[src/rtl/id_stage.sv]
`default_nettype none
// ============================================================================
//  Module   : id_stage
//  Purpose  : RV32I instruction-decode stage. Holds the IF/ID pipeline
//             register, the 32x32 register file with write-back bypass, the
//             main/ALU control decoder, the immediate extender and the
//             load-use hazard detector.
//  Revision : 1.0  initial release
// ============================================================================
module id_stage #(
    parameter logic [31:0] RESET_PC = 32'h0000_0000
) (
    input  logic        clk,
    input  logic        reset,
    // Fetch stage
    input  logic [31:0] InstrF,
    input  logic [31:0] PCF,
    input  logic [31:0] PCPlus4F,
    // Execute stage feedback
    input  logic        PCSrcE,
    input  logic [4:0]  RdE,
    input  logic [1:0]  ResultSrcE,
    // Write-back port
    input  logic        RegWriteW,
    input  logic [4:0]  RdW,
    input  logic [31:0] ResultW,
    // Operands and instruction fields toward ID/EX
    output logic [31:0] RD1,
    output logic [31:0] RD2,
    output logic [31:0] ImmExtD,
    output logic [31:0] PCD,
    output logic [31:0] PCPlus4D,
    output logic [4:0]  Rs1D,
    output logic [4:0]  Rs2D,
    output logic [4:0]  RdD,
    // Control toward ID/EX
    output logic [2:0]  ALUControlD,
    output logic        ALUSrcD,
    output logic        MemWriteD,
    output logic        RegWriteD,
    output logic        BranchD,
    output logic        JumpD,
    output logic [1:0]  ResultSrcD,
    // Hazard control
    output logic        StallF,
    output logic        StallD,
    output logic        FlushE,
    output logic        IllegalD
);

    // ------------------------------------------------------------------------
    // Encodings
    // ------------------------------------------------------------------------
    localparam logic [6:0] c_OP_LOAD   = 7'b0000011;
    localparam logic [6:0] c_OP_STORE  = 7'b0100011;
    localparam logic [6:0] c_OP_RTYPE  = 7'b0110011;
    localparam logic [6:0] c_OP_IALU   = 7'b0010011;
    localparam logic [6:0] c_OP_BRANCH = 7'b1100011;
    localparam logic [6:0] c_OP_JAL    = 7'b1101111;

    localparam logic [2:0] c_ALU_ADD = 3'b000;
    localparam logic [2:0] c_ALU_SUB = 3'b001;
    localparam logic [2:0] c_ALU_AND = 3'b010;
    localparam logic [2:0] c_ALU_OR  = 3'b011;
    localparam logic [2:0] c_ALU_SLT = 3'b101;

    localparam logic [1:0] c_RES_ALU = 2'b00;
    localparam logic [1:0] c_RES_MEM = 2'b01;
    localparam logic [1:0] c_RES_PC4 = 2'b10;

    localparam logic [31:0] c_RESET_PC4 = RESET_PC + 32'd4;

    // ------------------------------------------------------------------------
    // Declarations
    // ------------------------------------------------------------------------
    logic [31:0] r_instr;
    logic [31:0] r_pc;
    logic [31:0] r_pc_plus4;
    logic        r_valid;
    logic [31:0] r_regs [32];

    logic [6:0]  w_opcode;
    logic [2:0]  w_funct3;
    logic        w_funct7b5;
    logic [4:0]  w_rs1;
    logic [4:0]  w_rs2;
    logic [4:0]  w_rd;

    logic [2:0]  w_alu_sel;
    logic        w_alu_ok;

    logic [2:0]  w_alu_ctl;
    logic        w_alu_src;
    logic        w_mem_write;
    logic        w_reg_write;
    logic        w_branch;
    logic        w_jump;
    logic [1:0]  w_result_src;
    logic        w_illegal;
    logic [31:0] w_imm;

    logic        w_wb_en;
    logic        w_lw_stall;
    logic        w_stall;

    // ------------------------------------------------------------------------
    // Field extraction
    // ------------------------------------------------------------------------
    assign w_opcode   = r_instr[6:0];
    assign w_funct3   = r_instr[14:12];
    assign w_funct7b5 = r_instr[30];
    assign w_rs1      = r_instr[19:15];
    assign w_rs2      = r_instr[24:20];
    assign w_rd       = r_instr[11:7];

    // ------------------------------------------------------------------------
    // Hazard detection. Rs2 is compared for every format, so an I-type whose
    // immediate bits happen to match RdE also stalls; that only costs a cycle.
    // A taken branch discards whatever sits in ID, so it overrides the stall.
    // ------------------------------------------------------------------------
    assign w_lw_stall = (ResultSrcE == c_RES_MEM) && (RdE != 5'd0) &&
                        ((RdE == w_rs1) || (RdE == w_rs2)) && r_valid;
    assign w_stall    = w_lw_stall && !PCSrcE;

    // IF/ID register: reset > flush > stall > load
    always_ff @(posedge clk) begin
        if (reset) begin
            r_instr    <= 32'd0;
            r_valid    <= 1'b0;
            r_pc       <= RESET_PC;
            r_pc_plus4 <= c_RESET_PC4;
        end else if (PCSrcE) begin
            // Squash the wrong-path instruction; the PCs are don't-care and held.
            r_instr    <= 32'd0;
            r_valid    <= 1'b0;
        end else if (!w_stall) begin
            r_instr    <= InstrF;
            r_valid    <= 1'b1;
            r_pc       <= PCF;
            r_pc_plus4 <= PCPlus4F;
        end
    end

    // ------------------------------------------------------------------------
    // Register file
    // ------------------------------------------------------------------------
    assign w_wb_en = RegWriteW && (RdW != 5'd0);

    // Register array write; x0 is never written so it always reads zero
    always_ff @(posedge clk) begin
        if (reset) begin
            for (int i = 0; i < 32; i++) begin
                r_regs[i] <= 32'd0;
            end
        end else if (w_wb_en) begin
            r_regs[RdW] <= ResultW;
        end
    end

    // Combinational read with write-through bypass so a value written at the
    // end of this cycle is already seen by the instruction decoding now
    always_comb begin
        if (w_rs1 == 5'd0) begin
            RD1 = 32'd0;
        end else if (w_wb_en && (RdW == w_rs1)) begin
            RD1 = ResultW;
        end else begin
            RD1 = r_regs[w_rs1];
        end

        if (w_rs2 == 5'd0) begin
            RD2 = 32'd0;
        end else if (w_wb_en && (RdW == w_rs2)) begin
            RD2 = ResultW;
        end else begin
            RD2 = r_regs[w_rs2];
        end
    end

    // ------------------------------------------------------------------------
    // ALU operation for R-type / I-ALU. Bit 30 selects sub only for R-type
    // (opcode bit 5 set); in an I-type it is an immediate bit.
    // ------------------------------------------------------------------------
    always_comb begin
        w_alu_sel = c_ALU_ADD;
        w_alu_ok  = 1'b1;
        case (w_funct3)
            3'b000: w_alu_sel = (w_opcode[5] && w_funct7b5) ? c_ALU_SUB : c_ALU_ADD;
            3'b010: w_alu_sel = c_ALU_SLT;
            3'b110: w_alu_sel = c_ALU_OR;
            3'b111: w_alu_sel = c_ALU_AND;
            default: w_alu_ok = 1'b0;
        endcase
    end

    // Main decoder and immediate extender; an unsupported encoding yields no
    // side effects (all controls zero) and only raises IllegalD
    always_comb begin
        w_alu_ctl    = c_ALU_ADD;
        w_alu_src    = 1'b0;
        w_mem_write  = 1'b0;
        w_reg_write  = 1'b0;
        w_branch     = 1'b0;
        w_jump       = 1'b0;
        w_result_src = c_RES_ALU;
        w_illegal    = 1'b0;
        w_imm        = 32'd0;

        if (r_valid) begin
            case (w_opcode)
                c_OP_LOAD: begin
                    w_illegal    = (w_funct3 != 3'b010);
                    w_alu_src    = 1'b1;
                    w_reg_write  = 1'b1;
                    w_result_src = c_RES_MEM;
                    w_alu_ctl    = c_ALU_ADD;
                    w_imm        = {{20{r_instr[31]}}, r_instr[31:20]};
                end
                c_OP_STORE: begin
                    w_illegal    = (w_funct3 != 3'b010);
                    w_alu_src    = 1'b1;
                    w_mem_write  = 1'b1;
                    w_alu_ctl    = c_ALU_ADD;
                    w_imm        = {{20{r_instr[31]}}, r_instr[31:25], r_instr[11:7]};
                end
                c_OP_RTYPE: begin
                    w_illegal    = !w_alu_ok;
                    w_reg_write  = 1'b1;
                    w_alu_ctl    = w_alu_sel;
                end
                c_OP_IALU: begin
                    w_illegal    = !w_alu_ok;
                    w_alu_src    = 1'b1;
                    w_reg_write  = 1'b1;
                    w_alu_ctl    = w_alu_sel;
                    w_imm        = {{20{r_instr[31]}}, r_instr[31:20]};
                end
                c_OP_BRANCH: begin
                    w_illegal    = (w_funct3 != 3'b000);
                    w_branch     = 1'b1;
                    w_alu_ctl    = c_ALU_SUB;
                    w_imm        = {{20{r_instr[31]}}, r_instr[7], r_instr[30:25],
                                    r_instr[11:8], 1'b0};
                end
                c_OP_JAL: begin
                    w_jump       = 1'b1;
                    w_reg_write  = 1'b1;
                    w_result_src = c_RES_PC4;
                    w_alu_ctl    = c_ALU_ADD;
                    w_imm        = {{12{r_instr[31]}}, r_instr[19:12], r_instr[20],
                                    r_instr[30:21], 1'b0};
                end
                default: begin
                    w_illegal    = 1'b1;
                end
            endcase

            if (w_illegal) begin
                w_alu_ctl    = c_ALU_ADD;
                w_alu_src    = 1'b0;
                w_mem_write  = 1'b0;
                w_reg_write  = 1'b0;
                w_branch     = 1'b0;
                w_jump       = 1'b0;
                w_result_src = c_RES_ALU;
                w_imm        = 32'd0;
            end
        end
    end

    // ------------------------------------------------------------------------
    // Outputs
    // ------------------------------------------------------------------------
    assign ImmExtD     = w_imm;
    assign PCD         = r_pc;
    assign PCPlus4D    = r_pc_plus4;
    assign Rs1D        = w_rs1;
    assign Rs2D        = w_rs2;
    assign RdD         = w_rd;
    assign ALUControlD = w_alu_ctl;
    assign ALUSrcD     = w_alu_src;
    assign MemWriteD   = w_mem_write;
    assign RegWriteD   = w_reg_write;
    assign BranchD     = w_branch;
    assign JumpD       = w_jump;
    assign ResultSrcD  = w_result_src;
    assign IllegalD    = w_illegal;
    assign StallF      = w_stall;
    assign StallD      = w_stall;
    assign FlushE      = w_lw_stall || PCSrcE;

endmodule
`default_nettype wire

[config.mk]
export PLATFORM = sky130hd
export DESIGN_NAME = id_stage
export DESIGN_NICKNAME = d
export VERILOG_FILES = /design/src/rtl/id_stage.sv
export SDC_FILE = /design/constraint.sdc
export NUM_CORES = 2
export LEC_CHECK = 0
export CORE_UTILIZATION = 39
export CTS_CLUSTER_SIZE = 14
export DETAILED_ROUTE_END_ITERATION = 8
export PLACE_DENSITY_LB_ADDON = 0.12
export SLEW_MARGIN = 10
export SYNTH_ARGS = -nofsm -noshare
export SYNTH_HDL_FRONTEND = slang
export SYNTH_SLANG_ARGS = --single-unit
export TNS_END_PERCENT = 20
[constraint.sdc]
create_clock -name clk -period 3.65 [get_ports clk]
set_input_delay 0.73 -clock clk [delete_from_list [all_inputs] [get_ports clk]]
set_output_delay 0.73 -clock clk [all_outputs]
set_load 0.005 [all_outputs]
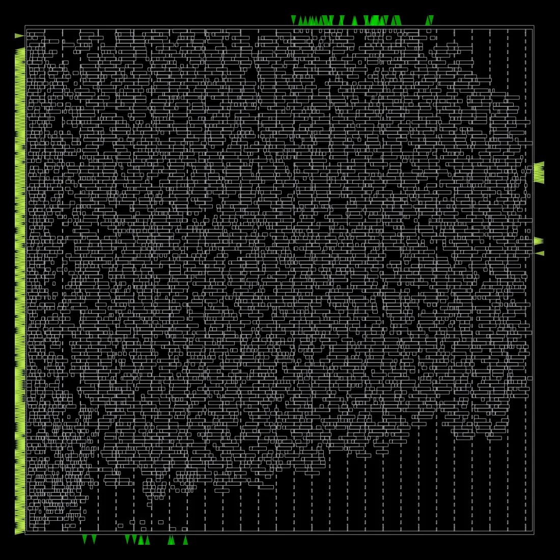
(images/final_placement.png)
Core Footprint: 0.152 mm2
non-filler cells in the finished layout: 7019

==> reports/metrics.yaml <==
status:
  status: "finished, violations left"
  violations: "setup timing"
final_timing:
  slew_headroom_pct: 42.0
  tightest_slew_ns: 0.867
  hold_viol: 0
  timing.fmax_ghz: 0.235
  setup_viol: 64
  fin_hold_ws_ns: 0.466
  setup_slack_ns: -0.603
  fin_crit_ns: 4.25
  rsz0062_at_grt: "true"
  fin_skew_ns: 0.00935
  fin_crit_sh_pct: 117
  maxSlewViolCount: 0
critical_path:
  path_buffers: 6
  crit_top_cell: "buf_12"
  crit_path_top_delay_cell: "mux4_2"
  slowest_delay_ns: 0.60
  cp.depth: 10
  critical_path.startpoint_type: "register"
  cp-endpoint: "RD2[5]"
  cp_top_family: "multiplexers"
  rrSetupSlack_ns: 1.55
  required_ns: 2.92
  reg2reg_depth: 8
  path_max_fanout: 7
  reg2reg_from: "r_instr[20]"
  endpoint_kind: "primary output"
  worstPathArrival_ns: 3.52
  critical_path_class: "register to primary output"
  cp_cell_sequence: "buf_12 > buf_12 > buf_16 > buf_12 > buf_6 > mux4_2 > mux4_2 > nor2b_4 > a211o_1 > buf_6"
clock_tree:
  clock-sinks: 1131
  clk_path_buf_depth: 3
  clk_transition_reported_paths_ns: 0.06
  clk_latency_ns: 0.77
  cts_tree: "built"
  cts_buffers: 135
  h-tree-depth: 4
  cts_root_buf: "clkbuf_16"
min_path:
  hp-start: "r_instr[27]"
  hold_class: "register to register"
  holdPathEnd: "r_instr[27]"
  hold_path_depth: 2
global_routing:
  grtUsageMet2_pct: 48.1
  grt.met1_usage_pct: 39.7
  grt_pass1_vias: 42000
  grt_pass1_wl_mm: 329
  grt_use_met3_pct: 6.20
  grt.busiest_layer: "met2"
  grt_max_degree: 111
  grt-ovfl-total: 0
  grt_antenna_before_repair: 18
drt:
  wl_met1_mm: 93.7
  dr.first_iter.drc_count: 4904
  drt_pre_antenna_iters: 5
  top_layer: "met5"
  via_per_inst: 5.95
  route.met2.wl_mm: 111
  ant_nets: 0
  drc: 0
  route.met3.wl_mm: 21.2
synthesis:
  ys_cells: 4249
  ys_async_sr_fraction_pct: 0
  netlist_area_mm2: 0.0601
  ys_warn_count: 0
  synth_cell_types: 58
  edf_count: 1024
  avgSynthCellArea_um2: 14.1
  ys_seq_share_pct: 54.7
  syn_inst: 4249
  ff_type: "edfxtp_1"
  yosysChipArea_mm2: 0.0601
  numSynthFlops: 1131
run:
  tool_warnings: 32
  maxCapViolations: 0
final_layout:
  seq_area_mm2: 0.0329
  mostFrequentLayoutCell: "edfxtp_1"
  post-route-util_pct: 49.8
  nNetsFinal: 5034
  design_area_mm2: 0.0759
  syn_to_final_growth_pct: 26.3
  drive_above_1_share_pct: 30.6
  comb_area_mm2: 0.0263
  lay_top_cells: "edfxtp_1, and2_1, mux4_2"
  n_fill_cell: 13100
die:
  die_h_um: 395
  die_w_um: 395
  fp_util_pct: 39.4
  chip_area_mm2: 0.156
  std_cell_rows: 143
  ios: 333
placement:
  dp_cells: 6651
  gp_congestion: 0.889
  dp_slack_ns: -0.871
  io_buffers: 332
  placed_area_mm2: 0.0691
  dp.final_hpwl_mm: 152
power_and_ir_drop:
  ir_worst_vdd_uv: 487
  power.density_mw_per_mm2: 435
  power_leakage_nw: 26.6
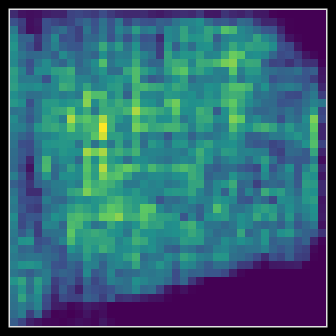
(images/wire_density.png)
The die is cut into 39 by 39 equal tiles; dark purple is low, yellow is high, scaled to the fullest tile. Values are wire area over tile area, all layers added.
The emptiest ninth of the die: bottom right. 26% of the tiles are over half the peak. The mean over all tiles is 0.25. The fullest tile reaches 0.69.
wire length per cell: 33.7 um
vias: 41800
final wirelength: 236 mm
GRT Resource Usage Total: 30.0%

==> report_power, final <==
part | leakage [nW] | internal (mW) | switching, mW | total, mW
clock | 2.07 | 7.69 | 5.60 | 13.3
sequential | 10.6 | 14.8 | 0.390 | 15.2
combinational | 13.9 | 2.10 | 2.39 | 4.49
==> cells in the mapped netlist (11+ instances only) <==
| library cell | n | area [um2] |
|---|---|---|
| o22ai_1 | 25 | 156 |
| clkbuf_1 | 321 | 1200 |
| mux2i_1 | 290 | 2900 |
| nor3_1 | 31 | 155 |
| buf_4 | 49 | 368 |
| o22a_1 | 15 | 131 |
| edfxtp_1 | 1024 | 30700 |
| xnor2_1 | 20 | 175 |
| nand2b_1 | 128 | 801 |
| nor2b_1 | 32 | 200 |
| buf_2 | 77 | 385 |
| nor2_1 | 68 | 255 |
| a221oi_1 | 49 | 429 |
| dfxtp_1 | 107 | 2140 |
| mux4_2 | 440 | 9910 |
| a22oi_1 | 14 | 105 |
| or2_2 | 21 | 131 |
| nand2_1 | 51 | 191 |
| mux2_2 | 27 | 304 |
| nand3_1 | 40 | 200 |
| a211o_1 | 25 | 219 |
| and2_1 | 995 | 6220 |
| or2_1 | 12 | 75.1 |
| nand4_1 | 11 | 68.8 |
| buf_1 | 11 | 41.3 |
| a211oi_1 | 25 | 188 |
| a21oi_1 | 86 | 430 |
| o21ai_1 | 47 | 235 |
| a221o_1 | 29 | 290 |
| o21ai_0 | 31 | 155 |
| o221ai_1 | 33 | 289 |
| a32o_1 | 37 | 370 |
| inv_1 | 12 | 45.0 |
==> kinds of logic (layout without fill, tap and decap cells) <==
kind of cell | count (synthesis) | after routing | synth area share (%)
other | 1 | 33 | 0.00624
XOR/XNOR | 20 | 20 | 0.291
flip-flops | 1131 | 1131 | 54.7
AND/OR/NAND/NOR | 1413 | 1413 | 14.1
buffers and inverters | 481 | 1188 | 3.60
multiplexers | 765 | 765 | 22.0
AND-OR/OR-AND | 438 | 439 | 5.29
==> timing repair <==
action | in CTS | in global routing
setup endpoints to repair | 108 | 89
buffers inserted | 74 | 51
hold buffers | 0 | 0
resized | 399 | 143
pin swaps | 66 | 48
gates cloned | 13 | 4
==> through the flow <==
| step | TNS [ns] | power [mW] |
|---|---|---|
| after detailed placement | -32.82 | 19.6 |
| final | -25.49 | 33.0 |
| after floorplan | 0 | 17.4 |
| after global routing | -30.09 | 33.9 |
| after CTS | -32.32 | 33.0 |
| after global placement | -33.12 | 19.6 |
==> layout make-up <==
| cell class | count | share of cell area [%] |
|---|---|---|
| Sequential cell | 1131 | 43.4 |
| Antenna cell | 1 | 0.00330 |
| Clock buffer | 165 | 4.74 |
| Inverter | 13 | 0.0643 |
| Multi-Input combinational cell | 2669 | 34.7 |
| Timing Repair Buffer | 940 | 13.0 |
| Clock inverter | 70 | 0.821 |
| Tap cell | 2030 | 3.35 |
==> registers in the layout, indices dropped and copies added, names as in the netlist, named ones only <==
| signal | count |
|---|---|
| r_valid | 1 |
| r_instr | 32 |
| r_regs | 1024 |
| PCPlus4D | 32 |
| PCD | 32 |
Power is estimated from default activity; no workload was simulated.
